--- src/rtl/gray_run_arbiter.sv ---
// gray_run_arbiter: two-requester round-robin arbiter that sequences one
// counting run at a time on a shared binary/Gray counter.
module gray_run_arbiter #(
  parameter int WIDTH = 4
) (
  input  logic             clk,
  input  logic             set,
  input  logic [1:0]       req,
  input  logic [WIDTH-1:0] len0,
  input  logic [WIDTH-1:0] len1,
  output logic [1:0]       gnt,
  output logic             busy,
  output logic [1:0]       done,
  output logic [WIDTH-1:0] cnt_bin,
  output logic [WIDTH-1:0] cnt_gray
);

  typedef enum logic [1:0] {
    IDLE = 2'd0,
    RUN  = 2'd1,
    DONE = 2'd2
  } state_e;

  state_e           state_q, state_d;
  logic             owner_q, owner_d;
  logic             ptr_q,   ptr_d;
  logic [WIDTH-1:0] cnt_q,   cnt_d;
  logic [WIDTH-1:0] len_q,   len_d;
  logic             winner;

  function automatic logic [WIDTH-1:0] bin2gray(input logic [WIDTH-1:0] b);
    return b ^ (b >> 1);
  endfunction

  function automatic logic [1:0] onehot(input logic idx);
    return idx ? 2'b10 : 2'b01;
  endfunction

  // Pick the requester for the next grant: a lone request wins, a tie goes
  // to whoever did not win last time.
  always_comb begin
    winner = 1'b0;
    if (req == 2'b11) winner = ~ptr_q;
    else              winner = req[1];
  end

  // Next-state logic: grant from IDLE, count or finish in RUN, single-cycle DONE.
  always_comb begin
    state_d = state_q;
    owner_d = owner_q;
    ptr_d   = ptr_q;
    cnt_d   = cnt_q;
    len_d   = len_q;
    unique case (state_q)
      IDLE: begin
        if (req != 2'b00) begin
          owner_d = winner;
          ptr_d   = winner;
          cnt_d   = '0;
          len_d   = winner ? len1 : len0;
          state_d = RUN;
        end
      end
      RUN: begin
        // Dropping the request aborts without a done pulse, even on the
        // terminal count.
        if (!req[owner_q])        state_d = IDLE;
        else if (cnt_q == len_q)  state_d = DONE;
        else                      cnt_d   = cnt_q + 1'b1;
      end
      DONE: begin
        state_d = IDLE;
      end
      default: begin
        state_d = IDLE;
      end
    endcase
  end

  // Control and count registers, cleared asynchronously; pointer starts at 1
  // so requester 0 wins the first tie.
  always_ff @(posedge clk or posedge set) begin
    if (set) begin
      state_q <= IDLE;
      owner_q <= 1'b0;
      ptr_q   <= 1'b1;
      cnt_q   <= '0;
    end else begin
      state_q <= state_d;
      owner_q <= owner_d;
      ptr_q   <= ptr_d;
      cnt_q   <= cnt_d;
    end
  end

  // Run length captured at grant; only read while a run is active.
  always_ff @(posedge clk) begin
    len_q <= len_d;
  end

  assign gnt      = (state_q == RUN)  ? onehot(owner_q) : 2'b00;
  assign done     = (state_q == DONE) ? onehot(owner_q) : 2'b00;
  assign busy     = (state_q != IDLE);
  assign cnt_bin  = cnt_q;
  assign cnt_gray = bin2gray(cnt_q);

endmodule

--- config.mk ---
export PLATFORM = sky130hd
export DESIGN_NAME = gray_run_arbiter
export DESIGN_NICKNAME = d
export VERILOG_FILES = /design/src/rtl/gray_run_arbiter.sv
export SDC_FILE = /design/constraint.sdc
export NUM_CORES = 1
export LEC_CHECK = 0
export CAP_MARGIN = 20
export CORE_AREA = 2 2 39 41
export CTS_CLUSTER_DIAMETER = 100
export CTS_CLUSTER_SIZE = 20
export DETAILED_ROUTE_END_ITERATION = 12
export DIE_AREA = 0 0 41 43
export DONT_BUFFER_PORTS = 1
export PLACE_DENSITY = 0.67
export SLEW_MARGIN = 40
export SYNTH_ARGS = -nofsm -noshare
export SYNTH_HDL_FRONTEND = slang
export SYNTH_SLANG_ARGS = --single-unit
export TNS_END_PERCENT = 20
--- constraint.sdc ---
create_clock -name clk -period 2.9 [get_ports clk]
set_input_delay 0.29 -clock clk [delete_from_list [all_inputs] [get_ports clk]]
set_output_delay 0.29 -clock clk [all_outputs]
set_load 0.02 [all_outputs]
**Run 1: supply network**

The bar under the picture is 10 µm long. Pins as bars on the die edge. Tap cells in gray.
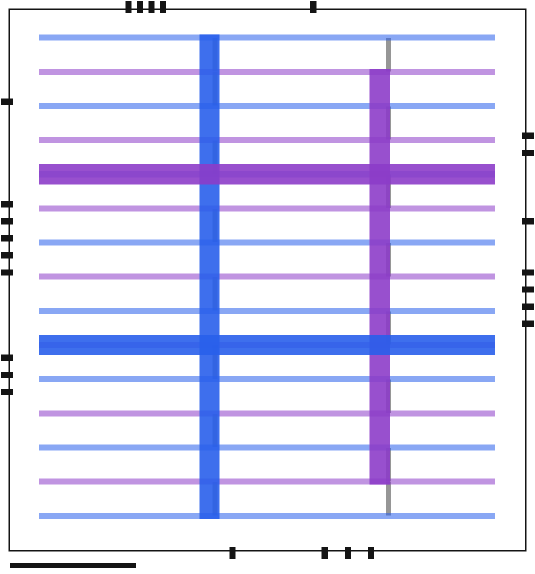
net	color
VSS	blue
VDD	purple
met1 rails	15
met5 straps	2
met4 straps	2

**Run 1: cell classes on the final placement**

The bar under the picture is 10 µm long.
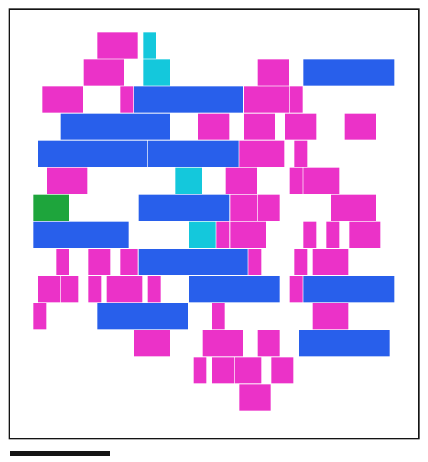
class	color	cells	share of their area
sequential cells	blue	12	46%
combinational and other logic	magenta	48	49%
remaining buffers and delay cells	green	1	1.4%
clock drivers and dummy loads	cyan	4	3.7%

==> qor_table.md, run 1 <==
| Result | Reported | Unit |
|---|---|---|
| Reported leakage power | 0.000348 | µW |
| Async set or reset register ratio after synthesis | 0.667 | - |
| Count leader, synth | nand2_1 | - |
| Instance tally after logic synthesis | 62 | - |
| Worst Setup End Kind | register | - |
| Clock latency reported for the late side of the worst-skew pair | 0.26 | ns |
| Number of antenna violations at the first check in global routing | 0 | - |
| Hold Path Sink | ptr_q | - |
| Endpoint of the most critical register-to-register path | cnt_bin[0] | - |
| Vias in the first global route | 416 | - |
| Remaining antenna violation count after routing | 0 | - |
| Worst-case clock skew | 0.00259 | ns |
| Unrepaired setup endpoints after global routing | false | - |
| Fraction of the yosys area taken by sequential cells | 0.468 | - |
| Area share of the largest cell type after synthesis | 0.255 | - |
| Count of state elements after synthesis | 12 | - |
| Post-Route Setup TNS | 0 | ns |
| Worst slew pin tran | 0.672 | ns |
| Combined area of all synthesized cells | 687 | µm² |
| Clock root buffer | clkbuf_4 | - |
| Post-synth area from yosys stat | 687 | µm² |
| Global-route total usage across every layer | 0.156 | - |
| Max-slew violations | 0 | - |
| Crit path launch | cnt_bin[3] | - |
| Count of buffers inserted at the top-level ports | 0 | - |
| Worst setup slack for register-to-register paths | 1.13 | ns |
| Gpl congestion | 0.655 | - |
| Distinct lib cells used | 25 | - |
| DRC | 0 | - |
| FP Core Util | 0.496 | - |
| Startpoint of the worst hold path | req[0] | - |
| Clock transition at the register clock pins on the worst setup and hold paths after CTS | 0.08 | ns |
| Result of the run | finished, final reports clean | - |
| Maximum fanout along the worst path | 6 | - |
**Run 1: routed clock nets over the placement**

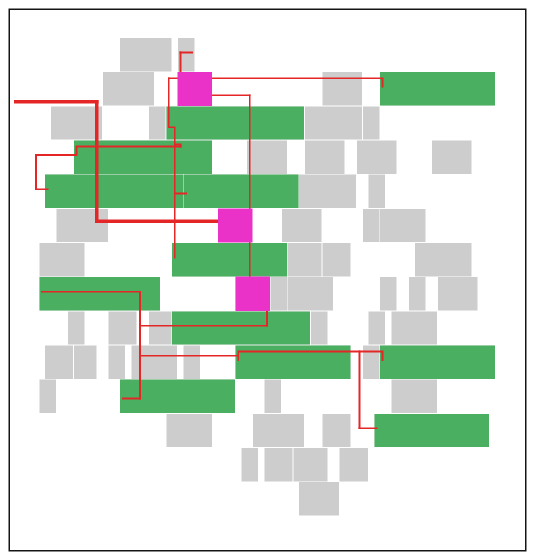
[flip-flops] green | count: 12
[clock wires] red | length: 161 µm
[clock drivers] magenta | count: 3
routed clock nets	4

==> run 1: power by group <==
group	switching, µW	internal, µW
Clock	54.3	53.1
Sequential	81.3	242
Combinational	191	110
Total	326	405
==> run 1: sequential cells by signal (all words and copies together) (netlist names) <==
register	cells
cnt_bin	4
len_q	4
owner_q	1
ptr_q	1
state_q	2
==> run 1: through the flow <==
| step | setup slack, ns | instance area, µm² | hold slack, ns | instances |
|---|---|---|---|---|
| global route | 0.972 | 724 | 0.0778 | 81 |
| finish | 1.13 | 724 | 0.0860 | 81 |
| CTS | 1.11 | 724 | 0.0850 | 81 |
| floorplan | 1.42 | 687 | 0.105 | 62 |
| global placement | 1.16 | 688 | 0.148 | 76 |
| detailed placement | 1.13 | 688 | 0.156 | 76 |
==> run 1: layout by cell type, fill, tap and decap left out, types with 2 or more instances in the layout <==
| cell type | netlist | layout |
|---|---|---|
| and2_1 | 2 | 2 |
| clkbuf_4 | 0 | 3 |
| dfrtp_1 | 7 | 7 |
| edfxtp_1 | 4 | 4 |
| ha_1 | 2 | 2 |
| inv_1 | 3 | 3 |
| mux2_2 | 4 | 4 |
| mux2i_1 | 5 | 5 |
| nand2_1 | 11 | 11 |
| nand2b_1 | 2 | 2 |
| nor2_1 | 2 | 2 |
| xor2_1 | 6 | 6 |
==> run 1: worst max-delay path: stages, from the launching register on <==
cell and delay, ns:
dfrtp_1 0.59, xor2_1 0.26, nor4_2 0.31, nand2b_1 0.30, mux2i_1 0.23
==> run 1: layout make-up <==
class	count	area, µm²
Timing Repair Buffer	1	10.0
Multi-Input combinational cell	45	335
Sequential cell	12	322
Clock buffer	4	26.3
Tap cell	16	20.0
Inverter	3	11.3
Fill cell	135	659
==> run 1: layer usage <==
metal | global-route usage | part of all wire | vias to the layer above
li1 | - | - | 215
met1 | 0.180 | 0.43 | 213
met2 | 0.241 | 0.49 | 17
met3 | 0.0419 | 0.066 | 2
met4 | 0.100 | 0.0077 | 0
met5 | 0 | 0 | -
==> run 1: repair_timing <==
item                      CTS  global route
hold buffers                1             0
buffers inserted            0             0
hold endpoints to repair    7             0
==> run 1: how the worst max path moves through the flow <==
| stage | to | depth (start not counted) |
|---|---|---|
| after floorplan | cnt_bin[0] | 5 |
| after global placement | cnt_bin[0] | 4 |
| after detailed placement | cnt_bin[3] | 4 |
| after CTS | cnt_bin[0] | 4 |
| after global routing | cnt_bin[0] | 4 |
| final | cnt_bin[0] | 4 |
==> run 1: cell families after synthesis <==
family	synth area share
fa+ha+maj	0.0364
flops	0.468
mux	0.138
xor+xnor	0.0893
compound gates	0.0492
simple gates	0.175
buf+inv	0.0437
==> inputs of run 2 (changes only) <==
--- a/config.mk
+++ b/config.mk
@@ -6,13 +6,12 @@
 export NUM_CORES = 1
 export LEC_CHECK = 0
 export CAP_MARGIN = 20
-export CORE_AREA = 2 2 39 41
+export CORE_UTILIZATION = 53
 export CTS_CLUSTER_DIAMETER = 100
 export CTS_CLUSTER_SIZE = 20
 export DETAILED_ROUTE_END_ITERATION = 12
-export DIE_AREA = 0 0 41 43
 export DONT_BUFFER_PORTS = 1
-export PLACE_DENSITY = 0.67
+export PLACE_DENSITY = 0.71
 export SLEW_MARGIN = 40
 export SYNTH_ARGS = -nofsm -noshare
 export SYNTH_HDL_FRONTEND = slang
==> constraint.sdc (replaced) <==
create_clock -name clk -period 1.4 [get_ports clk]
set_input_delay 0.14 -clock clk [delete_from_list [all_inputs] [get_ports clk]]
set_output_delay 0.14 -clock clk [all_outputs]
set_load 0.02 [all_outputs]
**Run 2: congestion heat map**

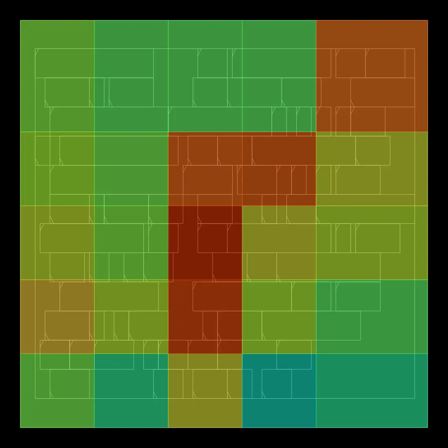
global-route total usage across every layer: 0.226
met1 usage: 0.228

**Run 2: supply network**

The bar under the picture is 10 µm long. Pins as bars on the die edge. Tap cells in gray.
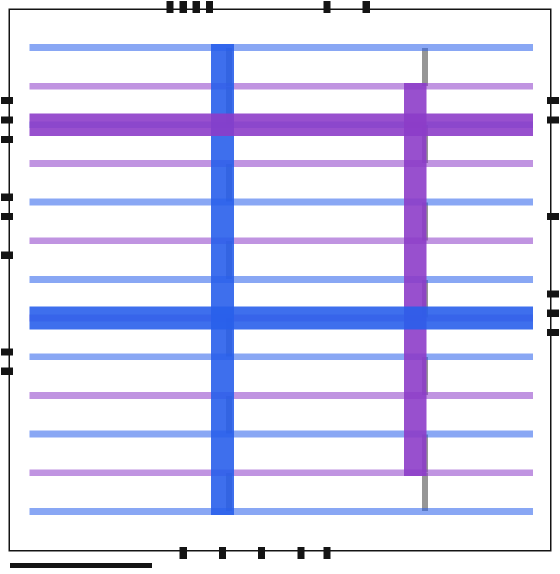
net	color
VSS	blue
VDD	purple
signal pins	25
rows	12
met4 straps	2
met1 rails	13
tap cells	14

==> run 2 against run 1 <==
  * The run now ends with setup timing left
  * Synthesized cell count unchanged
  * Combinational power grew to 3.4 times the previous value
  * Total power rose to 2.5 times the previous value
  * Utilization grew 24 points
  * Worst hold slack worse by 0.055 ns
  * Cell count up 12%
  * Clock skew is 0.0014 ns higher
  * Clock power up 110%
==> qor_table.md, run 2 <==
| Result | Reported | Unit | vs previous |
|---|---|---|---|
| Result of the run | finished, violations left | - |  |
| Violations in the final reports | setup timing | - |  |
| Instance tally after logic synthesis | 62 | - | unchanged |
| HPWL after detailed placement | 1010 | µm |  |
| Distinct lib cells used | 25 | - | unchanged |
| Async set or reset register ratio after synthesis | 0.667 | - | unchanged |
| Area share of the largest cell type after synthesis | 0.255 | - | unchanged |
| Clock latency reported for the late side of the worst-skew pair | 0.28 | ns | +0.02 ns |
| Unrepaired setup endpoints after global routing | true | - |  |
| DRC | 0 | - | unchanged |
| Most used logic cell in the final layout | nand2_1 | - |  |
| CP cell instances | xor2_1 > nor4_2 > nand2b_4 > mux2i_1 | - |  |
| Delay of the slowest cell on the worst path | 0.42 | ns | -0.17 ns |
| Post-synth area from yosys stat | 687 | µm² | unchanged |
| Max-slew violations | 0 | - | unchanged |
| Place WS | -0.0615 | ns | -1.19 ns |
| Count of state elements after synthesis | 12 | - | unchanged |
| Count leader, synth | nand2_1 | - |  |
| Fraction of the yosys area taken by sequential cells | 0.468 | - | unchanged |
| Setup violation total in the final timing report | 3 | - |  |
| Gpl congestion | 0.687 | - | +4.9% |
| PnR worst setup slack | -0.0310 | ns | -1.16 ns |
| Most instantiated logic cells after routing | nand2_1 (11), buf_4 (8), xor2_1 (5), mux2i_1 (5) | - |  |
| Clock transition at the register clock pins on the worst setup and hold paths after CTS | 0.07 | ns | about the same |
| Remaining antenna violation count after routing | 0 | - | unchanged |
| Count of buffers inserted at the top-level ports | 0 | - | unchanged |
| Ratio of cells with drive above 1 in the final layout | 0.429 | - |  |
| CP delay by family, top | simple AND/OR/NAND/NOR gates | - |  |
| Clock root buffer | clkbuf_4 | - |  |
| Crit path buf inv count | 0 | - | unchanged |
| Slowest cell on the critical path | dfrtp_2 | - |  |
| FP Core Util | 0.594 | - | +0.0978 |
| Combined area of all synthesized cells | 687 | µm² | unchanged |
| Worst-case clock skew | 0.00400 | ns | +0.00140 ns |
| Vias in the first global route | 515 | - | +24% |
| Reported leakage power | 0.000405 | µW | +16% |
| Number of antenna violations at the first check in global routing | 0 | - | unchanged |
| Post-Route Setup TNS | -0.0622 | ns | -0.0622 ns |
[run 2: cell counts after synthesis]
Identical to the previous run, type by type.
[run 2: final timing paths]
kind                       slack, ns  cells after the start         end       start
setup / recovery               -0.03                      4  cnt_bin[3]  cnt_bin[3]
hold / removal                  0.03                      1     owner_q      req[1]
setup reg to reg               -0.03                      4  cnt_bin[3]  cnt_bin[3]
hold reg to reg                 0.57                      1       ptr_q       ptr_q
max in group asynchronous       0.86                      2       ptr_q         set
min in group asynchronous       0.25                      2  cnt_bin[0]         set
[run 2: timing repair]
action                                  4_1_cts  5_1_grt
endpoints found under the setup margin        9       12
hold endpoints to repair                      9        0
hold buffers                                  2        0
setup buffers                                 0        1
gates resized                                 6        8
pin swaps                                     0        3
[run 2: layout make-up]
class,count,area [µm²]
multi-input cells,45,384
flip-flops and latches,12,327
fillers,90,277
repair buffers,13,114
clock buffers,4,26.3
well taps,14,17.5
inverters,3,11.3
[run 2: stage by stage]
stage	std cells	area, µm²	total power (µW)	hold WS [ns]
after floorplan	62	692	1240	-0.0453
after global placement	84	766	1450	-0.000136
after detailed placement	84	766	1470	-0.00287
after CTS	90	842	1770	0.0290
after global routing	91	880	1980	0.0398
final	91	880	1860	0.0314
[run 2: report_power, final]
part           switching, µW  internal, µW
combinational            566           466
clock                    114           111
sequential              89.7           509
total                    770          1090
[run 2: cells by family (layout without fill, tap and decap cells)]
family,count (synthesis),after routing,synth area share
buffers and inverters,5,20,0.0437
AND/OR/NAND/NOR,22,22,0.175
adder cells (fa/ha/maj),2,2,0.0364
flip-flops,12,12,0.468
XOR/XNOR,7,7,0.0893
AND-OR/OR-AND,5,5,0.0492
multiplexers,9,9,0.138
[run 2: routing by layer]
| metal | vias to the layer above | part of all wire | global-route usage |
|---|---|---|---|
| met2 | 20 | 0.54 | 0.397 |
| met3 | 5 | 0.054 | 0.0988 |
| met1 | 252 | 0.38 | 0.228 |
| met5 | - | 0 | 0 |
| met4 | 0 | 0.025 | 0.107 |
| li1 | 237 | - | - |
==> inputs of run 3 (changes only) <==
--- a/config.mk
+++ b/config.mk
@@ -12,7 +12,6 @@
 export DETAILED_ROUTE_END_ITERATION = 12
 export DONT_BUFFER_PORTS = 1
 export PLACE_DENSITY = 0.71
-export SLEW_MARGIN = 40
 export SYNTH_ARGS = -nofsm -noshare
 export SYNTH_HDL_FRONTEND = slang
 export SYNTH_SLANG_ARGS = --single-unit
**Run 3: cell classes on the final placement**

The bar under the picture is 10 µm long.
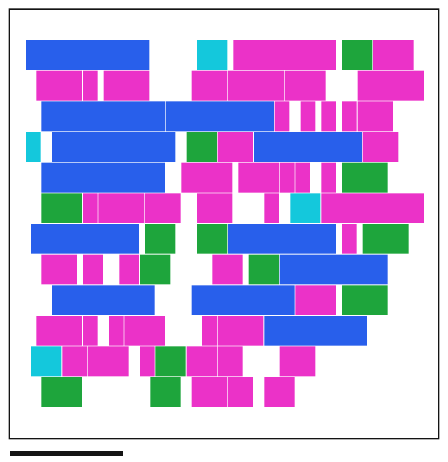
class	color	cells	share of their area
sequential cells	blue	12	38%
combinational and other logic	magenta	48	46%
remaining buffers and delay cells	green	13	13%
clock drivers and dummy loads	cyan	4	3.0%

**Run 3: routed clock nets over the placement**

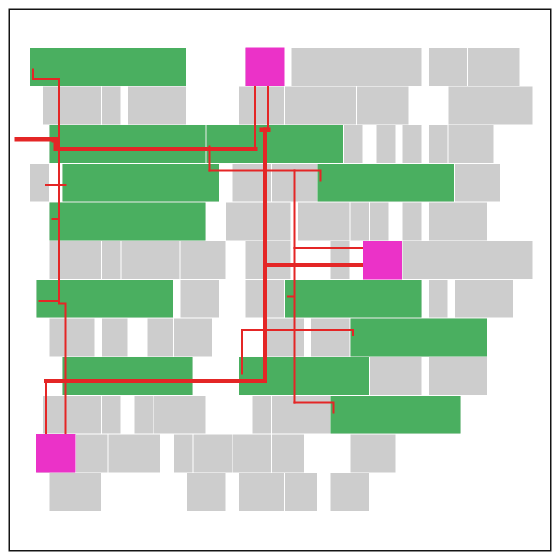
[flip-flops] green | count: 12
[clock wires] red | length: 153 µm
[clock drivers] magenta | count: 3
routed clock nets	4

==> run 3 against run 2 <==
  * The run still ends with setup timing left
  * Cell count is the same
  * Synthesized cell count is the same
  * Worst hold slack is the same
  * Clock skew is the same
  * Routed wire length is the same
  * Non-clock buffer count is the same
==> qor_table.md, run 3 <==
| Result | Reported | Unit | vs previous |
|---|---|---|---|
| Reported leakage power | 0.000405 | µW | unchanged |
| Unrepaired setup endpoints after global routing | true | - |  |
| Async set or reset register ratio after synthesis | 0.667 | - | unchanged |
| Final cell count without fillers | 91 | - | unchanged |
| Distinct lib cells used | 25 | - | unchanged |
| Routed wl met3 | 74 | µm | unchanged |
| Gpl congestion | 0.687 | - | unchanged |
| Most instantiated logic cells after routing | nand2_1 (11), buf_4 (8), xor2_1 (5), mux2i_1 (5) | - |  |
| NetSw | 770 | µW | unchanged |
| DRC | 0 | - | unchanged |
| Clock transition at the register clock pins on the worst setup and hold paths after CTS | 0.07 | ns | about the same |
| Most used logic cell in the final layout | nand2_1 | - |  |
| Clock latency reported for the late side of the worst-skew pair | 0.28 | ns | about the same |
| Topmost layer with routed signal wires | met4 | - |  |
| Design Area, Final | 880 | µm² | unchanged |
| Global-route total usage across every layer | 0.226 | - | unchanged |
| Fraction of the yosys area taken by sequential cells | 0.468 | - | unchanged |
| Clock root buffer | clkbuf_4 | - |  |
| Crit path launch | cnt_bin[3] | - |  |
| HPWL after detailed placement | 1010 | µm | unchanged |
| Result of the run | finished, violations left | - |  |
| Count leader, synth | nand2_1 | - |  |
| Setup violation total in the final timing report | 3 | - | unchanged |
| Remaining antenna violation count after routing | 0 | - | unchanged |
| Count of state elements after synthesis | 12 | - | unchanged |
| PnR worst setup slack | -0.0310 | ns | unchanged |
| Cells after DPL | 84 | - | unchanged |
| Area share of the largest cell type after synthesis | 0.255 | - | unchanged |
| Violations in the final reports | setup timing | - |  |
| Count of buffers inserted at the top-level ports | 0 | - | unchanged |
| Slowest cell on the critical path | dfrtp_2 | - |  |
| Instance tally after logic synthesis | 62 | - | unchanged |
[run 3: cell counts after synthesis]
Identical to the previous run, type by type.
[run 3: cell type report]
type | count | share of cell area
inverter | 3 | 0.0128
multi-input combinational | 45 | 0.437
timing repair buffer | 13 | 0.129
sequential | 12 | 0.371
clock buffer | 4 | 0.0299
tap | 14 | 0.0199
[run 3: per-layer routing]
metal  track usage  up-vias
met5             0        -
met4         0.107        0
li1              -      237
met1         0.228      252
met3        0.0988        5
met2         0.397       20
[run 3: power groups by stage]
stage               registers (µW)  clock network, µW  logic (µW)
global placement               593                  0         860
detailed placement             596                  0         873
finish                         599                225        1030
CTS                            595                226         951
global route                   619                243        1110
floorplan                      648                  0         588
[run 3: path summary, 6_finish.rpt]
path                       cells after the start  slack, ns    endpoint
setup / recovery                               4      -0.03  cnt_bin[3]
hold / removal                                 1       0.03     owner_q
setup reg to reg                               4      -0.03  cnt_bin[3]
hold reg to reg                                1       0.57       ptr_q
max in group asynchronous                      2       0.86       ptr_q
min in group asynchronous                      2       0.25  cnt_bin[0]
[run 3: repair_timing]
action / CTS / global route
hold buffers: 2 / 0
endpoints found under the setup margin: 9 / 12
buffers inserted: 0 / 1
pin swaps: 0 / 3
endpoints found under the hold margin: 9 / 0
resized: 6 / 8
[run 3: kinds of logic (layout without fill, tap and decap cells)]
family                   Yosys count  in the layout  synth area share
flip-flops                        12             12             0.468
multiplexers                       9              9             0.138
XOR/XNOR                           7              7            0.0893
adder cells (fa/ha/maj)            2              2            0.0364
AND-OR/OR-AND                      5              5            0.0492
buffers and inverters              5             20            0.0437
AND/OR/NAND/NOR                   22             22             0.175
[run 3: critical path: cells and delay by family, from the launching register on]
family / cells / cell delay [ns]
mux: 1 / 0.22
xor+xnor: 1 / 0.16
simple gates: 2 / 0.55
flops: 1 / 0.42
[run 3: stage by stage]
| stage | TNS, ns | power (µW) | worst slack [ns] |
|---|---|---|---|
| global placement | -0.0541 | 1450 | -0.0283 |
| finish | -0.0622 | 1860 | -0.0310 |
| global route | -0.221 | 1980 | -0.0721 |
| CTS | -0.0667 | 1770 | -0.0280 |
| floorplan | -0.00263 | 1240 | -0.000656 |
| detailed placement | -0.223 | 1470 | -0.0615 |

==> screenshots <==
Wiring by layer.
panel A
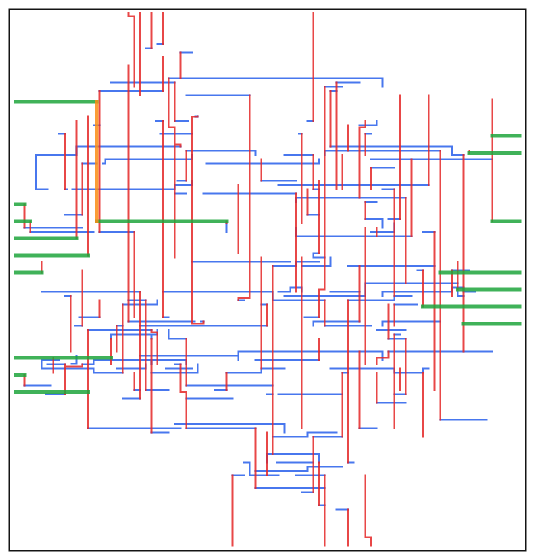
panel B
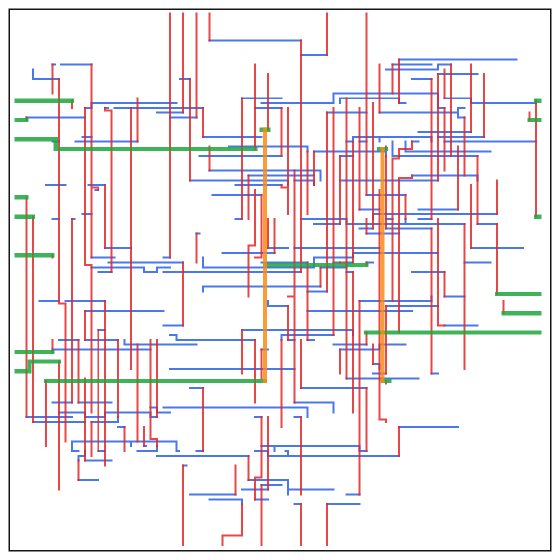
For run 3, see panel B.
For run 1, see panel A.

Key to panel A:
layer	color	wire length
metal 2	red	578 µm
metal 3	green	77.2 µm
metal 1	blue	508 µm
metal 4	orange	9.50 µm

Power and IR drop assume default switching activity.
